**src/rtl/hbm_seq_pkg.sv**
```systemverilog
// Shared types and constants for the HBM clock/reset sequencer.
package hbm_seq_pkg;

  // Sequencer states; the encodings are exported on seq_state for debug
  typedef enum logic [2:0] {
    ST_IDLE      = 3'd0,
    ST_LOCK_WAIT = 3'd1,
    ST_RELEASE   = 3'd2,
    ST_RUN       = 3'd3,
    ST_LOST      = 3'd4
  } seq_state_e;

  // Lock-loss events are counted up to this value and then held
  localparam logic [7:0] RELOCK_MAX = 8'hFF;

  // Saturating increment for the lock-loss event counter
  function automatic logic [7:0] sat_inc8(input logic [7:0] v);
    return (v == RELOCK_MAX) ? v : v + 8'd1;
  endfunction

endpackage

```
**src/rtl/sync_2ff.sv**
```systemverilog
// Single-bit two-flop synchroniser with asynchronous active-high reset to 0.
module sync_2ff (
  input  logic clk,
  input  logic rst,
  input  logic d,
  output logic q
);

  logic s1_q;
  logic s2_q;

  // Two back-to-back flops give the metastable first stage a full cycle to settle
  always_ff @(posedge clk or posedge rst) begin
    if (rst) begin
      s1_q <= 1'b0;
      s2_q <= 1'b0;
    end else begin
      s1_q <= d;
      s2_q <= s1_q;
    end
  end

  assign q = s2_q;

endmodule

```
**src/rtl/hbm_clk_rst_seq.sv**
```systemverilog
// HBM clock-lock qualifier and staggered per-channel reset sequencer.
// Qualifies a raw PLL/MMCM lock, releases channel resets one slot at a time,
// and forces a full re-sequence when a filtered loss of lock is seen.
module hbm_clk_rst_seq
  import hbm_seq_pkg::*;
#(
  parameter int unsigned NUM_CH         = 4,
  parameter int unsigned LOCK_CYCLES    = 10,
  parameter int unsigned STAGGER_CYCLES = 4,
  parameter int unsigned LOSS_FILTER    = 3,
  parameter int unsigned CNT_W          = 16
) (
  input  logic              clk,
  input  logic              rst,
  input  logic              pll_locked_raw,
  input  logic [NUM_CH-1:0] ch_enable,
  output logic              hbm_clk_locked,
  output logic [NUM_CH-1:0] ch_rst,
  output logic              seq_done,
  output logic [7:0]        relock_count,
  output logic [2:0]        seq_state
);

  // idx counts release slots already handed out, so it must be able to hold NUM_CH
  localparam int unsigned IDX_W = $clog2(NUM_CH + 1);

  localparam logic [CNT_W-1:0] CNT_ONE      = CNT_W'(1);
  localparam logic [CNT_W-1:0] LOCK_LAST    = CNT_W'(LOCK_CYCLES);
  localparam logic [CNT_W-1:0] STAGGER_LAST = CNT_W'(STAGGER_CYCLES);
  localparam logic [CNT_W-1:0] LOSS_LAST    = CNT_W'(LOSS_FILTER - 1);
  localparam logic [IDX_W-1:0] IDX_ALL      = IDX_W'(NUM_CH);
  localparam logic [IDX_W-1:0] IDX_ONE      = IDX_W'(1);

  logic lk_s;

  seq_state_e        state_q,   state_d;
  logic [CNT_W-1:0]  cnt_q,     cnt_d;
  logic [CNT_W-1:0]  loss_q,    loss_d;
  logic [IDX_W-1:0]  idx_q,     idx_d;
  logic              locked_q,  locked_d;
  logic [NUM_CH-1:0] ch_rst_q,  ch_rst_d;
  logic              done_q,    done_d;
  logic [7:0]        relock_q,  relock_d;
  logic              loss_hit;

  sync_2ff u_lock_sync (
    .clk (clk),
    .rst (rst),
    .d   (pll_locked_raw),
    .q   (lk_s)
  );

  // Next-state and next-output logic for the whole sequencer
  always_comb begin
    state_d  = state_q;
    cnt_d    = cnt_q;
    loss_d   = loss_q;
    idx_d    = idx_q;
    locked_d = locked_q;
    ch_rst_d = ch_rst_q;
    done_d   = done_q;
    relock_d = relock_q;

    loss_hit = !lk_s && (loss_q == LOSS_LAST);

    unique case (state_q)
      ST_IDLE: begin
        ch_rst_d = '1;
        locked_d = 1'b0;
        done_d   = 1'b0;
        cnt_d    = '0;
        if (lk_s) begin
          state_d = ST_LOCK_WAIT;
          cnt_d   = CNT_ONE;
        end
      end

      ST_LOCK_WAIT: begin
        if (!lk_s) begin
          state_d = ST_IDLE;
          cnt_d   = '0;
        end else if (cnt_q == LOCK_LAST) begin
          // Entering RELEASE is itself release slot 0, so channel 0 is
          // handled on this edge and the stagger count restarts at 1
          state_d  = ST_RELEASE;
          locked_d = 1'b1;
          cnt_d    = CNT_ONE;
          loss_d   = '0;
          idx_d    = IDX_ONE;
          if (ch_enable[0]) begin
            ch_rst_d[0] = 1'b0;
          end
        end else begin
          cnt_d = cnt_q + CNT_ONE;
        end
      end

      ST_RELEASE, ST_RUN: begin
        if (loss_hit) begin
          // A filtered loss wins over any release due on the same edge
          state_d  = ST_LOST;
          ch_rst_d = '1;
          locked_d = 1'b0;
          done_d   = 1'b0;
          relock_d = sat_inc8(relock_q);
          loss_d   = '0;
          cnt_d    = '0;
          idx_d    = '0;
        end else begin
          loss_d = lk_s ? '0 : (loss_q + CNT_ONE);
          if (state_q == ST_RELEASE) begin
            if (idx_q == IDX_ALL) begin
              // Every slot has been handed out; the extra cycle here keeps
              // RELEASE at least one cycle long even for a single channel
              state_d = ST_RUN;
              done_d  = 1'b1;
            end else if (cnt_q == STAGGER_LAST) begin
              cnt_d = CNT_ONE;
              idx_d = idx_q + IDX_ONE;
              for (int i = 0; i < NUM_CH; i++) begin
                if ((idx_q == IDX_W'(i)) && ch_enable[i]) begin
                  ch_rst_d[i] = 1'b0;
                end
              end
            end else begin
              cnt_d = cnt_q + CNT_ONE;
            end
          end else begin
            ch_rst_d = ~ch_enable;
          end
        end
      end

      ST_LOST: begin
        state_d = ST_IDLE;
      end

      default: begin
        state_d = ST_IDLE;
      end
    endcase
  end

  // Single register bank for the FSM state, counters and every output
  always_ff @(posedge clk or posedge rst) begin
    if (rst) begin
      state_q  <= ST_IDLE;
      cnt_q    <= '0;
      loss_q   <= '0;
      idx_q    <= '0;
      locked_q <= 1'b0;
      ch_rst_q <= '1;
      done_q   <= 1'b0;
      relock_q <= 8'd0;
    end else begin
      state_q  <= state_d;
      cnt_q    <= cnt_d;
      loss_q   <= loss_d;
      idx_q    <= idx_d;
      locked_q <= locked_d;
      ch_rst_q <= ch_rst_d;
      done_q   <= done_d;
      relock_q <= relock_d;
    end
  end

  assign hbm_clk_locked = locked_q;
  assign ch_rst         = ch_rst_q;
  assign seq_done       = done_q;
  assign relock_count   = relock_q;
  assign seq_state      = state_q;

endmodule

```
**config.mk**
```make
export PLATFORM = sky130hd
export DESIGN_NAME = hbm_clk_rst_seq
export DESIGN_NICKNAME = d
export VERILOG_FILES = /design/src/rtl/hbm_seq_pkg.sv /design/src/rtl/sync_2ff.sv /design/src/rtl/hbm_clk_rst_seq.sv
export SDC_FILE = /design/constraint.sdc
export NUM_CORES = 1
export LEC_CHECK = 0
export ABC_AREA = 1
export CAP_MARGIN = 20
export CORE_UTILIZATION = 50
export DETAILED_ROUTE_END_ITERATION = 16
export PLACE_DENSITY = 0.74
export RECOVER_POWER = 50
export SLEW_MARGIN = 40
export SYNTH_ARGS = -nofsm -noshare
export SYNTH_HDL_FRONTEND = slang
export SYNTH_SLANG_ARGS = --single-unit
```
**constraint.sdc**
```tcl
create_clock -name clk -period 2.1 [get_ports clk]
set_clock_uncertainty 0.15 [all_clocks]
set_input_delay 0.42 -clock clk [delete_from_list [all_inputs] [get_ports clk]]
set_output_delay 0.42 -clock clk [all_outputs]
set_load 0.02 [all_outputs]
```
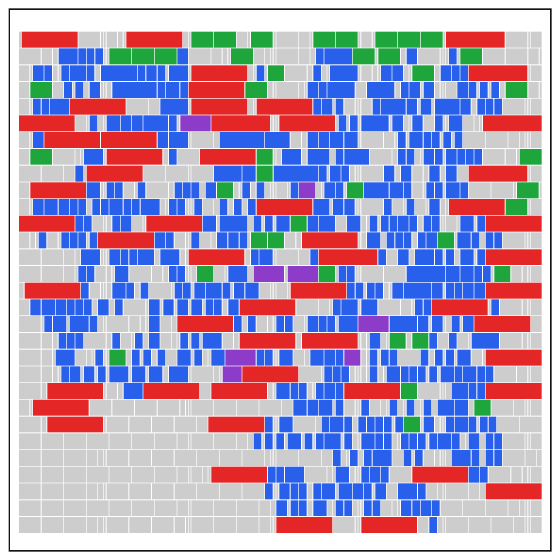
run_1/cell_classes.png
Fill, decap, tap and diode cells in gray.
legend:
  red:
    class: flops
    cells: 54
    share_of_their_area: 33%
  purple:
    class: clock drivers and dummy loads
    cells: 8
    share_of_their_area: 2.3%
  blue:
    class: all other logic
    cells: 445
    share_of_their_area: 56%
  green:
    class: other buffers and delay cells
    cells: 41
    share_of_their_area: 8.9%
cell row count: 30
post-route cell area: 4210 um2
Seq/total area: 0.323

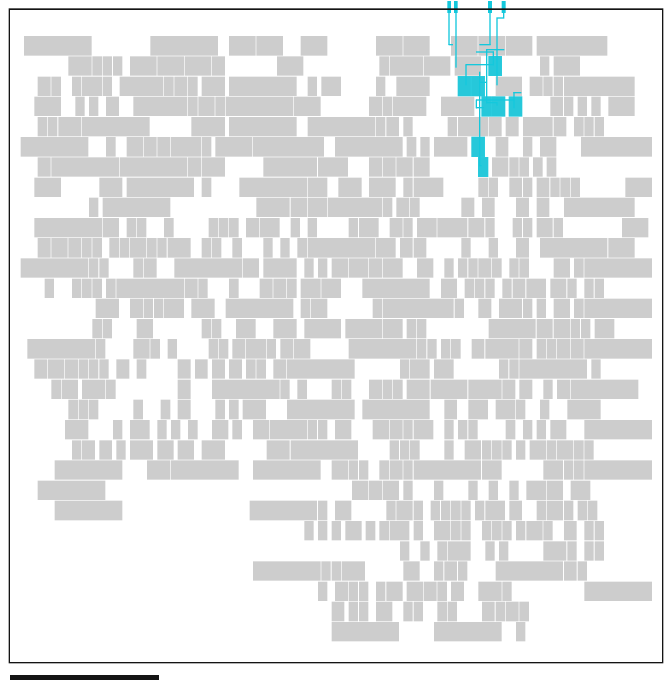
run_1/port_nets.png
Scale bar: 20 um.
legend:
  cyan:
    port: ch_enable
    bits: 4
    direction: input
    edge: top
    end_cells: 8
    buffers: 4
    wire: 73.5 um

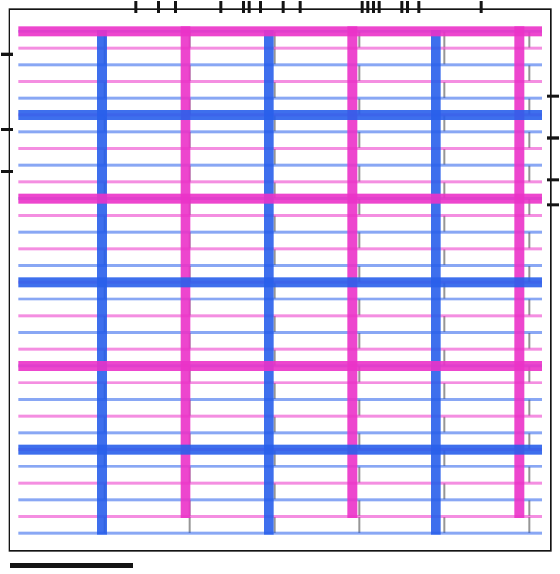
run_1/pdn.png
Scale bar: 20 um. Pins as bars on the die edge. Tap cells in gray.
legend:
  magenta:
    net: VDD
  blue:
    net: VSS
rows: 30
signal pins: 24
met4 straps: 6

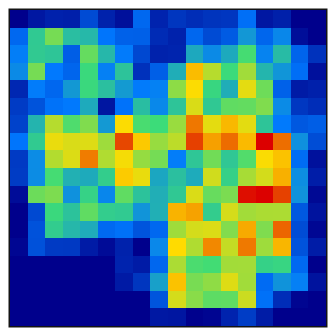
run_1/wire_density.png
18 x 18 tiles, from dark blue (low) to red (high), scaled to the fullest tile. Values are wire area over tile area, all layers added.
densest ninth of the die: center
nearly empty tiles: 14%
mean over tiles: 0.18
tiles over half the peak: 32%

==> results.env, run 1 <==
RUN_STATUS='completed'
CRITPATHMAXSTAGEDELAY_NS=0.60
IO-PIN-COUNT=24
POST_CTS_BUFFERS=0
DRC_ERRORS=0
P_CLK_FRAC=0.141
DIE-HEIGHT_UM=87.8
FINAL_NETS=565
DOMINANT_CELLS='multi-input combinational cells'
WORST_SETUP_PATH_ENDPOINT='ch_rst[1]'
CLOCK_SINK_COUNT=54
INSERTION_DELAY_NS=0.32
SYNTH.CELLMIX.SIMPLESHARE=0.411
FINAL-HOLD-VIOLATION-COUNT=0
YS_CELLS=509
SYNTHESIS.AREA_UM2=3680
SETUP.WORST_PATH.END_CLASS='primary output'
VIA_PER_INST=5.42
TIMING.HOLD.WORST.CLASS='flop to flop'
TOP_CELL='sky130_fd_sc_hd__nand2_1'
CTS-HOLD-FIX-BUFFERS=0
MIN_DELAY_PATH_DEPTH=0
COMB_POWER_SHARE=0.524
ANTENNA_FOUND_INITIAL=0
BUFFERS_EXCL_CLOCK=41
WORST_IR_DROP_ON_VDD_uV=480
SYNTH.YOSYS.SEQ_AREA_SHARE=0.369
DETAILED_PLACE.AREA_UM2=4110
CLKBUF_COUNT=5
REG2REG_SETUP_SLACK_NS=0.15
YOSYSTOPAREACELLSHARE=0.340
MULTIINPUTGATEAREA_UM2=2090
DRT-MET1-WL_MM=4.10
VIAS=3490
SETUP.WORST_PATH.START_CLASS='flop'
WORST_HOLD_MARGIN_NS=0.211
FF_LATCH_AREA_UM2=1360
LAYOUT.BUFFER.NONCLOCK.AREA_SHARE=0.0868
NONCLOCKINVERTERCOUNT=46
TIMING.SLEW.HEADROOM=0.492
SYNTH-MAIN-FF-CELL='sky130_fd_sc_hd__dfrtp_1'
MAXIMUM_NUMBER_OF_PINS_ON_ONE_NET_BEFORE_GLOBAL_ROUTE_REPAIR=55
LAYOUT_TOP_CELL_EXCL_FILL_TAP='sky130_fd_sc_hd__nand2_1'
FINALPOWER_W=0.00439
GRT_SETUP_UNREPAIRED='no'
FLOPS=54
POSTSYNTHNETCOUNT=527
FLOORPLAN.DIE_AREA_UM2=7710
POWER_DENSITY_nW_PER_UM2=1040
WORSTPATHCELLLIST='clkdlybuf4s50_1'
==> inputs of run 2 (changes only) <==
==> constraint.sdc (replaced) <==
create_clock -name clk -period 2.1 [get_ports clk]
set_clock_uncertainty 0.15 [all_clocks]
set_input_delay 0.21 -clock clk [delete_from_list [all_inputs] [get_ports clk]]
set_output_delay 0.21 -clock clk [all_outputs]
set_load 0.02 [all_outputs]
==> run 2 against run 1 <==
Effect of this change: sequential share of layout area fell by 0.20 points; synthesized cell count stayed put; sequential power barely moved; area after synthesis did not move; via count grew 1.3%; register-to-register slack worse by 0.04 ns; maximum frequency increased by 2.3%; final cell count did not move; sequential cell count unchanged; clock-buffer cell count is the same; die size stayed put.
==> results.env, run 2 <==
COMB_POWER_SHARE=0.527
SYNTH-MAIN-FF-CELL='sky130_fd_sc_hd__dfrtp_1'
TIMING.CRITICAL_PATH.REQUIRED_NS=2.22
DOMINANT_CELLS='multi-input combinational cells'
CTS-HOLD-FIX-BUFFERS=0
POST_CTS_BUFFERS=0
RUN_STATUS='completed'
LAYOUT.BUFFER.NONCLOCK.AREA_SHARE=0.0858
SYNTHESIS.AREA_UM2=3680
POWER_DENSITY_nW_PER_UM2=1050
DRT-MET1-WL_MM=4.07
POWER.SHARE.SWITCHING=0.475
SYNTH.YOSYS.SEQ_AREA_SHARE=0.369
IO-PIN-COUNT=24
MIN_DELAY_PATH_DEPTH=0
INSERTION_DELAY_NS=0.32
WORST_SETUP_PATH_ENDPOINT='ch_rst[2]$_DFFE_PP1P_'
P_CLK_FRAC=0.144
TOP_CONSUMER='combinational logic'
CRITPATHMAXSTAGEDELAY_NS=0.44
WORST-SLEW-PIN-TRANSITION_NS=0.827
WORST_HOLD_MARGIN_NS=0.226
REG2REG_SETUP_SLACK_NS=0.11
CLKBUF_COUNT=5
DRT_FIRST_ITER_VIOLATIONS=289
SETUP.WORST_PATH.START_CLASS='flop'
DETAILED_PLACE.AREA_UM2=4110
SYNTH.CELLMIX.SIMPLESHARE=0.411
FINAL_NETS=565
YS_CELLS=509
DRC_ERRORS=0
ANTENNA_FOUND_INITIAL=0
LAYOUT_TOP_CELL_EXCL_FILL_TAP='sky130_fd_sc_hd__nand2_1'
FINALPOWER_W=0.00443
FLOORPLAN.DIE_AREA_UM2=7710
TIMING.HOLD.WORST.CLASS='flop to flop'
MAXIMUM_NUMBER_OF_PINS_ON_ONE_NET_BEFORE_GLOBAL_ROUTE_REPAIR=27
MULTIINPUTGATEAREA_UM2=2110
POSTSYNTHNETCOUNT=527
SETUP.WORST_PATH.END_CLASS='flop'
YOSYSTOPAREACELLSHARE=0.340
VIA_PER_INST=5.49
PLACEMENTROWS=30
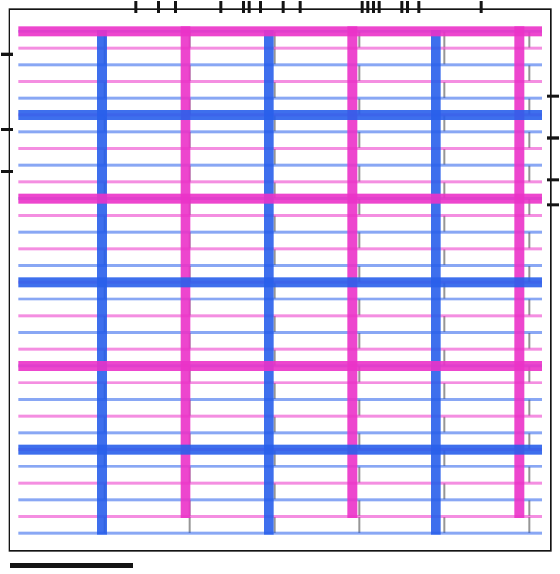
run_2/pdn.png
Scale bar: 20 um. Pins as bars on the die edge. Tap cells in gray.
legend:
  blue:
    net: VSS
  magenta:
    net: VDD
rows: 30
met4 straps: 6
met1 rails: 31
standard cell core area: 6940 um2
die x size: 87.8 um
worst ir drop on vdd: 523 uV
die height: 87.8 um

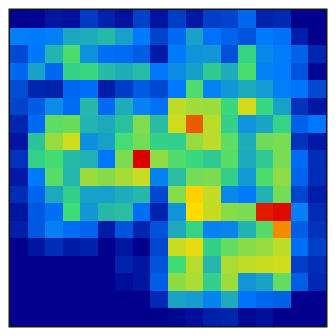
run_2/wire_density.png
18 x 18 tiles, from dark blue (low) to red (high), scaled to the fullest tile. Values are wire area over tile area, all layers added.
mean over tiles: 0.19
nearly empty tiles: 14%
fullest tile: 0.64
emptiest ninth of the die: lower left
tiles over half the peak: 21%
total global routing track utilization: 0.247
total vias in the final route: 3,535
Total Wirelength: 8.92 mm
final routed wire length divided by cell count: 13.9 um

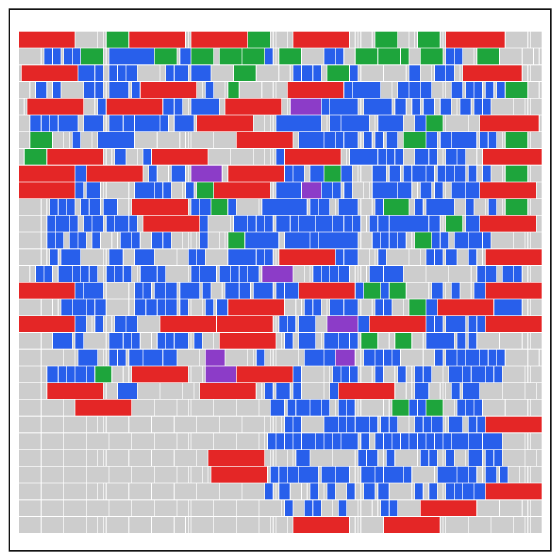
run_2/cell_classes.png
Fill, decap, tap and diode cells in gray.
legend:
  blue:
    class: all other logic
    cells: 445
    share_of_their_area: 56%
  green:
    class: other buffers and delay cells
    cells: 41
    share_of_their_area: 8.8%
  red:
    class: flops
    cells: 54
    share_of_their_area: 33%
  purple:
    class: clock drivers and dummy loads
    cells: 8
    share_of_their_area: 2.3%
post-route cell area: 4230 um2
fraction of the core area covered by cells at the end of the flow: 0.609
Seq/total area: 0.321

Power is estimated from default activity; no workload was simulated.
